==> src/rtl/cdb_arbiter.sv <==
// -----------------------------------------------------------------------------
// cdb_arbiter
//
// Round-robin arbiter for a common data bus (CDB). Up to NUM_REQ functional
// units present a (tag, data) result; one is granted per cycle through a
// combinational one-hot req_ready, and the granted result is broadcast on the
// registered cdb_* outputs one cycle later.
//
// Ports
//   clk          : clock, all state on the rising edge
//   rst          : asynchronous, active-high reset
//   en           : global enable; no grants while low
//   req_valid    : [NUM_REQ]          requester i holds a result
//   req_tag      : [NUM_REQ*TAG_W]    tag of requester i at [i*TAG_W +: TAG_W]
//   req_data     : [NUM_REQ*DATA_W]   value of requester i at [i*DATA_W +: DATA_W]
//   req_ready    : [NUM_REQ]          one-hot grant (combinational)
//   cdb_valid    : registered broadcast valid (one cycle per transfer)
//   cdb_tag      : registered broadcast tag (holds when idle)
//   cdb_data     : registered broadcast value (holds when idle)
//   cdb_src      : index of the requester that sourced the broadcast
//   grant_count  : [NUM_REQ*16] saturating per-requester transfer counters,
//                  present only when CDB_ARB_STATS_EN is defined
//
// Build option
//   CDB_ARB_STATS_EN : adds grant_count and its counters.
// -----------------------------------------------------------------------------
module cdb_arbiter #(
   parameter int NUM_REQ = 4,
   parameter int TAG_W   = 4,
   parameter int DATA_W  = 32
) (
   input  logic                        clk,
   input  logic                        rst,
   input  logic                        en,
   input  logic [NUM_REQ-1:0]          req_valid,
   input  logic [NUM_REQ*TAG_W-1:0]    req_tag,
   input  logic [NUM_REQ*DATA_W-1:0]   req_data,
   output logic [NUM_REQ-1:0]          req_ready,
   output logic                        cdb_valid,
   output logic [TAG_W-1:0]            cdb_tag,
   output logic [DATA_W-1:0]           cdb_data,
   output logic [$clog2(NUM_REQ)-1:0]  cdb_src
`ifdef CDB_ARB_STATS_EN
   ,
   output logic [NUM_REQ*16-1:0]       grant_count
`endif
);

   localparam int IDX_W = $clog2(NUM_REQ);

   logic [IDX_W-1:0]  rr_ptr_q, rr_ptr_d;
   logic              cdb_valid_q, cdb_valid_d;
   logic [TAG_W-1:0]  cdb_tag_q, cdb_tag_d;
   logic [DATA_W-1:0] cdb_data_q, cdb_data_d;
   logic [IDX_W-1:0]  cdb_src_q, cdb_src_d;

   logic              grant_found;
   logic [IDX_W-1:0]  grant_idx;
   logic [TAG_W-1:0]  grant_tag;
   logic [DATA_W-1:0] grant_data;
   int                scan_idx;

   // Scan from rr_ptr upward (mod NUM_REQ); the first valid requester wins.
   // rst is folded in so req_ready stays low for the whole reset period.
   always_comb begin
      grant_found = 1'b0;
      grant_idx   = '0;
      grant_tag   = '0;
      grant_data  = '0;
      scan_idx    = 0;
      if (en && !rst) begin
         for (int k = 0; k < NUM_REQ; k++) begin
            scan_idx = (int'(rr_ptr_q) + k) % NUM_REQ;
            if (!grant_found && req_valid[scan_idx]) begin
               grant_found = 1'b1;
               grant_idx   = IDX_W'(scan_idx);
               grant_tag   = req_tag[scan_idx*TAG_W +: TAG_W];
               grant_data  = req_data[scan_idx*DATA_W +: DATA_W];
            end
         end
      end
   end

   always_comb begin
      req_ready = '0;
      if (grant_found) begin
         req_ready[grant_idx] = 1'b1;
      end
   end

   // A grant is always a transfer (ready is only raised on a valid request),
   // so the broadcast registers load directly from the winner.
   always_comb begin
      rr_ptr_d    = rr_ptr_q;
      cdb_valid_d = grant_found;
      cdb_tag_d   = cdb_tag_q;
      cdb_data_d  = cdb_data_q;
      cdb_src_d   = cdb_src_q;
      if (grant_found) begin
         rr_ptr_d   = (grant_idx == IDX_W'(NUM_REQ - 1)) ? '0 : grant_idx + 1'b1;
         cdb_tag_d  = grant_tag;
         cdb_data_d = grant_data;
         cdb_src_d  = grant_idx;
      end
   end

   always_ff @(posedge clk or posedge rst) begin
      if (rst) begin
         rr_ptr_q    <= '0;
         cdb_valid_q <= 1'b0;
         cdb_tag_q   <= '0;
         cdb_data_q  <= '0;
         cdb_src_q   <= '0;
      end else begin
         rr_ptr_q    <= rr_ptr_d;
         cdb_valid_q <= cdb_valid_d;
         cdb_tag_q   <= cdb_tag_d;
         cdb_data_q  <= cdb_data_d;
         cdb_src_q   <= cdb_src_d;
      end
   end

   assign cdb_valid = cdb_valid_q;
   assign cdb_tag   = cdb_tag_q;
   assign cdb_data  = cdb_data_q;
   assign cdb_src   = cdb_src_q;

`ifdef CDB_ARB_STATS_EN
   for (genvar gi = 0; gi < NUM_REQ; gi++) begin : g_stats
      logic [15:0] count_q, count_d;

      // Saturates at 16'hFFFF rather than wrapping.
      always_comb begin
         count_d = count_q;
         if (req_ready[gi] && (count_q != 16'hFFFF)) begin
            count_d = count_q + 16'd1;
         end
      end

      always_ff @(posedge clk or posedge rst) begin
         if (rst) begin
            count_q <= '0;
         end else begin
            count_q <= count_d;
         end
      end

      assign grant_count[gi*16 +: 16] = count_q;
   end
`endif

endmodule
==> config.mk <==
export PLATFORM = sky130hd
export DESIGN_NAME = cdb_arbiter
export DESIGN_NICKNAME = d
export VERILOG_FILES = /design/src/rtl/cdb_arbiter.sv
export SDC_FILE = /design/constraint.sdc
export NUM_CORES = 1
export LEC_CHECK = 0
export ABC_AREA = 1
export CORE_ASPECT_RATIO = 1.5
export CORE_UTILIZATION = 54
export CTS_BUF_LIST = sky130_fd_sc_hd__clkbuf_4 sky130_fd_sc_hd__clkbuf_8
export DETAILED_ROUTE_END_ITERATION = 16
export PLACE_DENSITY = 0.88
export SLEW_MARGIN = 10
export SYNTH_ARGS = -nofsm -noshare
export SYNTH_HDL_FRONTEND = slang
export SYNTH_SLANG_ARGS = --single-unit
==> constraint.sdc <==
create_clock -name clk -period 3.7 [get_ports clk]
set_input_delay 0.555 -clock clk [delete_from_list [all_inputs] [get_ports clk]]
set_output_delay 0.555 -clock clk [all_outputs]
set_load 0.02 [all_outputs]
==> flow_summary.yaml, run 1 <==
# generated from flow reports
logic_synthesis:
  ys_warn_count: 0
  edf_count: 0
  yosysTopAreaCellShare_pct: 30.18
  yosys-stat-cells: 1274
  mux_area_share_pct: 0
  ys.flop_type: "dfrtp_1"
  fp_nets: 1429
placement:
  dp_hpwl_um: 15040
power_and_ir_drop:
  p_clk_mw: 0.336
  p_per_area_nw_per_um2: 822.0
grt:
  track_usage_pct: 34.72
worst_setup_path:
  critPathBufInv: 4
  slowest_delay_ns: 0.56
  cp_data_arrival_time_ns: 2.67
sta:
  finalHoldViolCount: 0
  period_needed_ns: 3.228
  skew_ns: 0.01203
  tns_ns: 0
run_status:
  status: "finished clean"
final_layout:
  buffer_area_share_pct: 25.10
  seqCellArea_um2: 1033
  final_cell_count_no_fill: 1561
  signal_buffers: 223
  drive_above_1_share_pct: 8.807
  largest_reg_flops: 32
clocking:
  insertion_delay_ns: 0.32
route:
  m1WireLength_um: 8580
  drt_pass1_iterations: 6
die:
  die_w_um: 93.23
job:
  maxCapViolations: 0
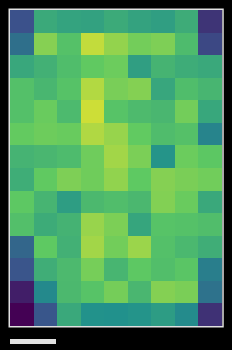
(run_1/cell_density.png)
The bar under the picture is 20 µm long. 9 x 14 tiles, from dark purple (low) to yellow (high), 0 to 100% covered.
- mean over tiles: 66%
- tiles over 75% full: 33%
- emptiest ninth of the die: south-west

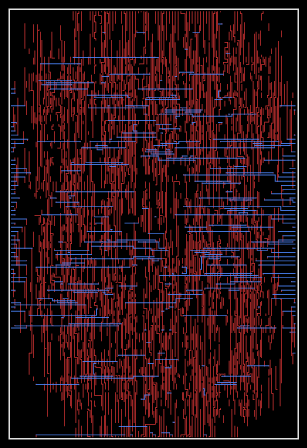
(run_1/wires.png)
Only two layers are drawn.
- metal 3: blue (wire length 2,060 µm)
- metal 2: red (wire length 10,900 µm)

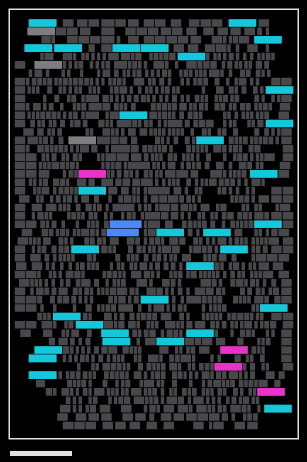
(run_1/flops_by_reg.png)
The bar under the picture is 20 µm long. Other sequential cells in the stronger grey, the rest of the logic in the fainter grey.
- `cdb_data`: cyan (sequential cells 32; where widely spread)
- `rr_ptr_q`: blue (sequential cells 2)
- `cdb_tag`: magenta (sequential cells 4)

## Run 2: what changed since run 1
--- a/config.mk
+++ b/config.mk
@@ -7,10 +7,10 @@
 export LEC_CHECK = 0
 export ABC_AREA = 1
 export CORE_ASPECT_RATIO = 1.5
-export CORE_UTILIZATION = 54
+export CORE_UTILIZATION = 46
 export CTS_BUF_LIST = sky130_fd_sc_hd__clkbuf_4 sky130_fd_sc_hd__clkbuf_8
 export DETAILED_ROUTE_END_ITERATION = 16
-export PLACE_DENSITY = 0.88
+export PLACE_DENSITY = 0.8
 export SLEW_MARGIN = 10
 export SYNTH_ARGS = -nofsm -noshare
 export SYNTH_HDL_FRONTEND = slang
==> constraint.sdc (replaced) <==
create_clock -name clk -period 2.6 [get_ports clk]
set_input_delay 0.39 -clock clk [delete_from_list [all_inputs] [get_ports clk]]
set_output_delay 0.39 -clock clk [all_outputs]
set_load 0.02 [all_outputs]
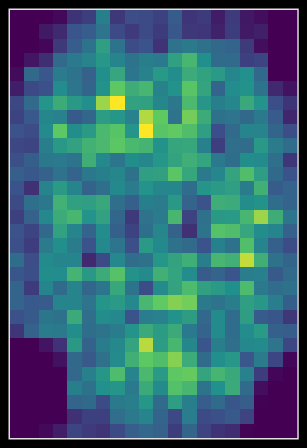
(run_2/metal_density.png)
20 x 30 tiles, from dark purple (low) to yellow (high), scaled to the fullest tile. Values are wire area over tile area, all layers added.
- tiles over half the peak: 27%
- emptiest ninth of the die: south-west
- mean over tiles: 0.26
- nearly empty tiles: 9.5%
- fullest tile: 0.68

==> flow_summary.yaml, run 2 <==
# generated from flow reports
sta:
  setup_viol_count_final: 4
  tns_ns: -0.1738
  setup_slack_ns: -0.05906
  finalHoldViolCount: 0
  skew_ns: 0.01219
  period_needed_ns: 2.659
grt:
  track_usage_pct: 30.29
  grt.busiest_layer: "met2"
logic_synthesis:
  ys_warn_count: 0
  ys.flop_type: "dfrtp_1"
  fp_nets: 1429
  yosysTopAreaCellShare_pct: 30.18
  edf_count: 0
  mux_area_share_pct: 0
  yosys-stat-cells: 1274
clocking:
  cts_tree: "built"
  insertion_delay_ns: 0.31
final_layout:
  final_cell_count_no_fill: 1632
  drive_above_1_share_pct: 13.06
  buffer_area_share_pct: 26.49
  largest_reg_flops: 32
  top_area_cell_class: "logic gates"
  most-common-layout-cells: "529 x nand2_1, 189 x clkdlybuf4s50_1, 144 x nand3_1, 95 x nor2_1, 92 x o21ai_0"
run_status:
  violations: "setup timing"
  status: "finished with violations"
die:
  die_h_um: 150.3
  die_w_um: 100.8
  chip_area_um2: 15150
power_and_ir_drop:
  p_per_area_nw_per_um2: 1174
  p_clk_mw: 0.454
worst_setup_path:
  cp_data_arrival_time_ns: 2.27
  slowest_delay_ns: 0.55
route:
  m1WireLength_um: 9098
  drt_pass1_iterations: 5
  viasPerCell: 5.363
  drt-initial-drc-count: 635
placement:
  dp.cells: 1613
  dp_hpwl_um: 15850
job:
  maxCapViolations: 0
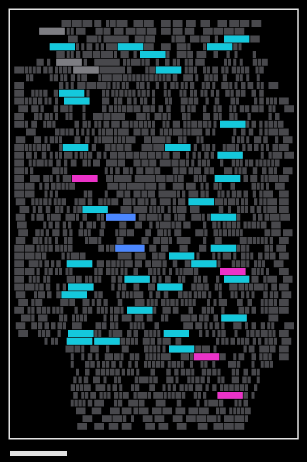
(run_2/flops_by_reg.png)
The bar under the picture is 20 µm long. Other sequential cells in the stronger grey, the rest of the logic in the fainter grey.
- `rr_ptr_q`: blue (sequential cells 2)
- `cdb_data`: cyan (sequential cells 32)
- `cdb_tag`: magenta (sequential cells 4)
- not coloured: 3

## Run 3: what changed since run 2
--- a/config.mk
+++ b/config.mk
@@ -5,12 +5,14 @@
 export SDC_FILE = /design/constraint.sdc
 export NUM_CORES = 1
 export LEC_CHECK = 0
-export ABC_AREA = 1
+export ABC_CLOCK_PERIOD_IN_PS = 2600
+export CELL_PAD_IN_SITES_DETAIL_PLACEMENT = 0
+export CELL_PAD_IN_SITES_GLOBAL_PLACEMENT = 2
 export CORE_ASPECT_RATIO = 1.5
-export CORE_UTILIZATION = 46
+export CORE_UTILIZATION = 26
 export CTS_BUF_LIST = sky130_fd_sc_hd__clkbuf_4 sky130_fd_sc_hd__clkbuf_8
 export DETAILED_ROUTE_END_ITERATION = 16
-export PLACE_DENSITY = 0.8
+export PLACE_DENSITY = 0.78
 export SLEW_MARGIN = 10
 export SYNTH_ARGS = -nofsm -noshare
 export SYNTH_HDL_FRONTEND = slang
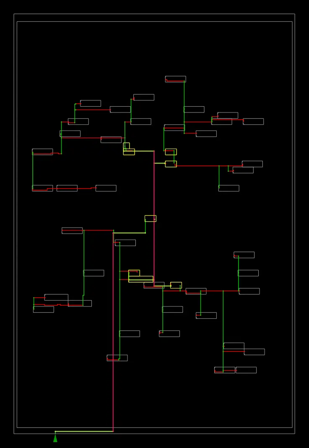
(run_3/clocks.png)
Seq cells: 41
clk pwr: 0.600 mW
clk latency late pin: 0.31 ns
cts bufs inserted: 5

==> flow_summary.yaml, run 3 <==
# generated from flow reports
route:
  drt-initial-drc-count: 283
  viasPerCell: 5.925
  drt_pass1_iterations: 5
die:
  chip_area_um2: 23790
  die_h_um: 188.4
  die_w_um: 126.3
sta:
  period_needed_ns: 2.478
  tns_ns: 0
  setup_slack_ns: 0.1224
  finalHoldViolCount: 0
  skew_ns: 0.005562
final_layout:
  buffer_area_share_pct: 27.55
  final_cell_count_no_fill: 1052
  most-common-layout-cells: "185 x clkdlybuf4s50_1, 73 x mux4_2, 72 x a211oi_1, 72 x mux2i_1, 41 x nand2_1"
  top_area_cell_class: "logic gates"
  drive_above_1_share_pct: 18.81
  clk_share_pct: 1.407
logic_synthesis:
  yosysTopAreaCellShare_pct: 27.30
  edf_count: 0
  ys.flop_type: "dfrtp_1"
  yosys-stat-cells: 605
  fp_nets: 760
run_status:
  status: "finished clean"
placement:
  dp.cells: 1036
  portBuffers: 193
worst_setup_path:
  slowest_delay_ns: 0.52
  cp_data_arrival_time_ns: 2.09
job:
  maxCapViolations: 0
grt:
  track_usage_pct: 18.54
  grt.busiest_layer: "met2"
power_and_ir_drop:
  p_per_area_nw_per_um2: 628.9
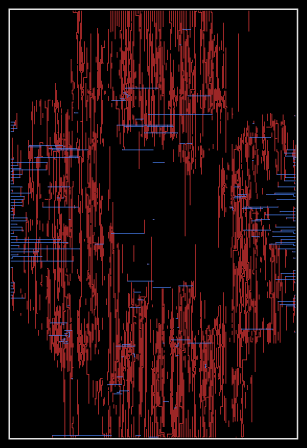
(run_3/wires.png)
Only two layers are drawn.
- metal 3: blue (wire length 1,000 µm)
- metal 2: red (wire length 12,600 µm)

Power is estimated from default activity; no workload was simulated.
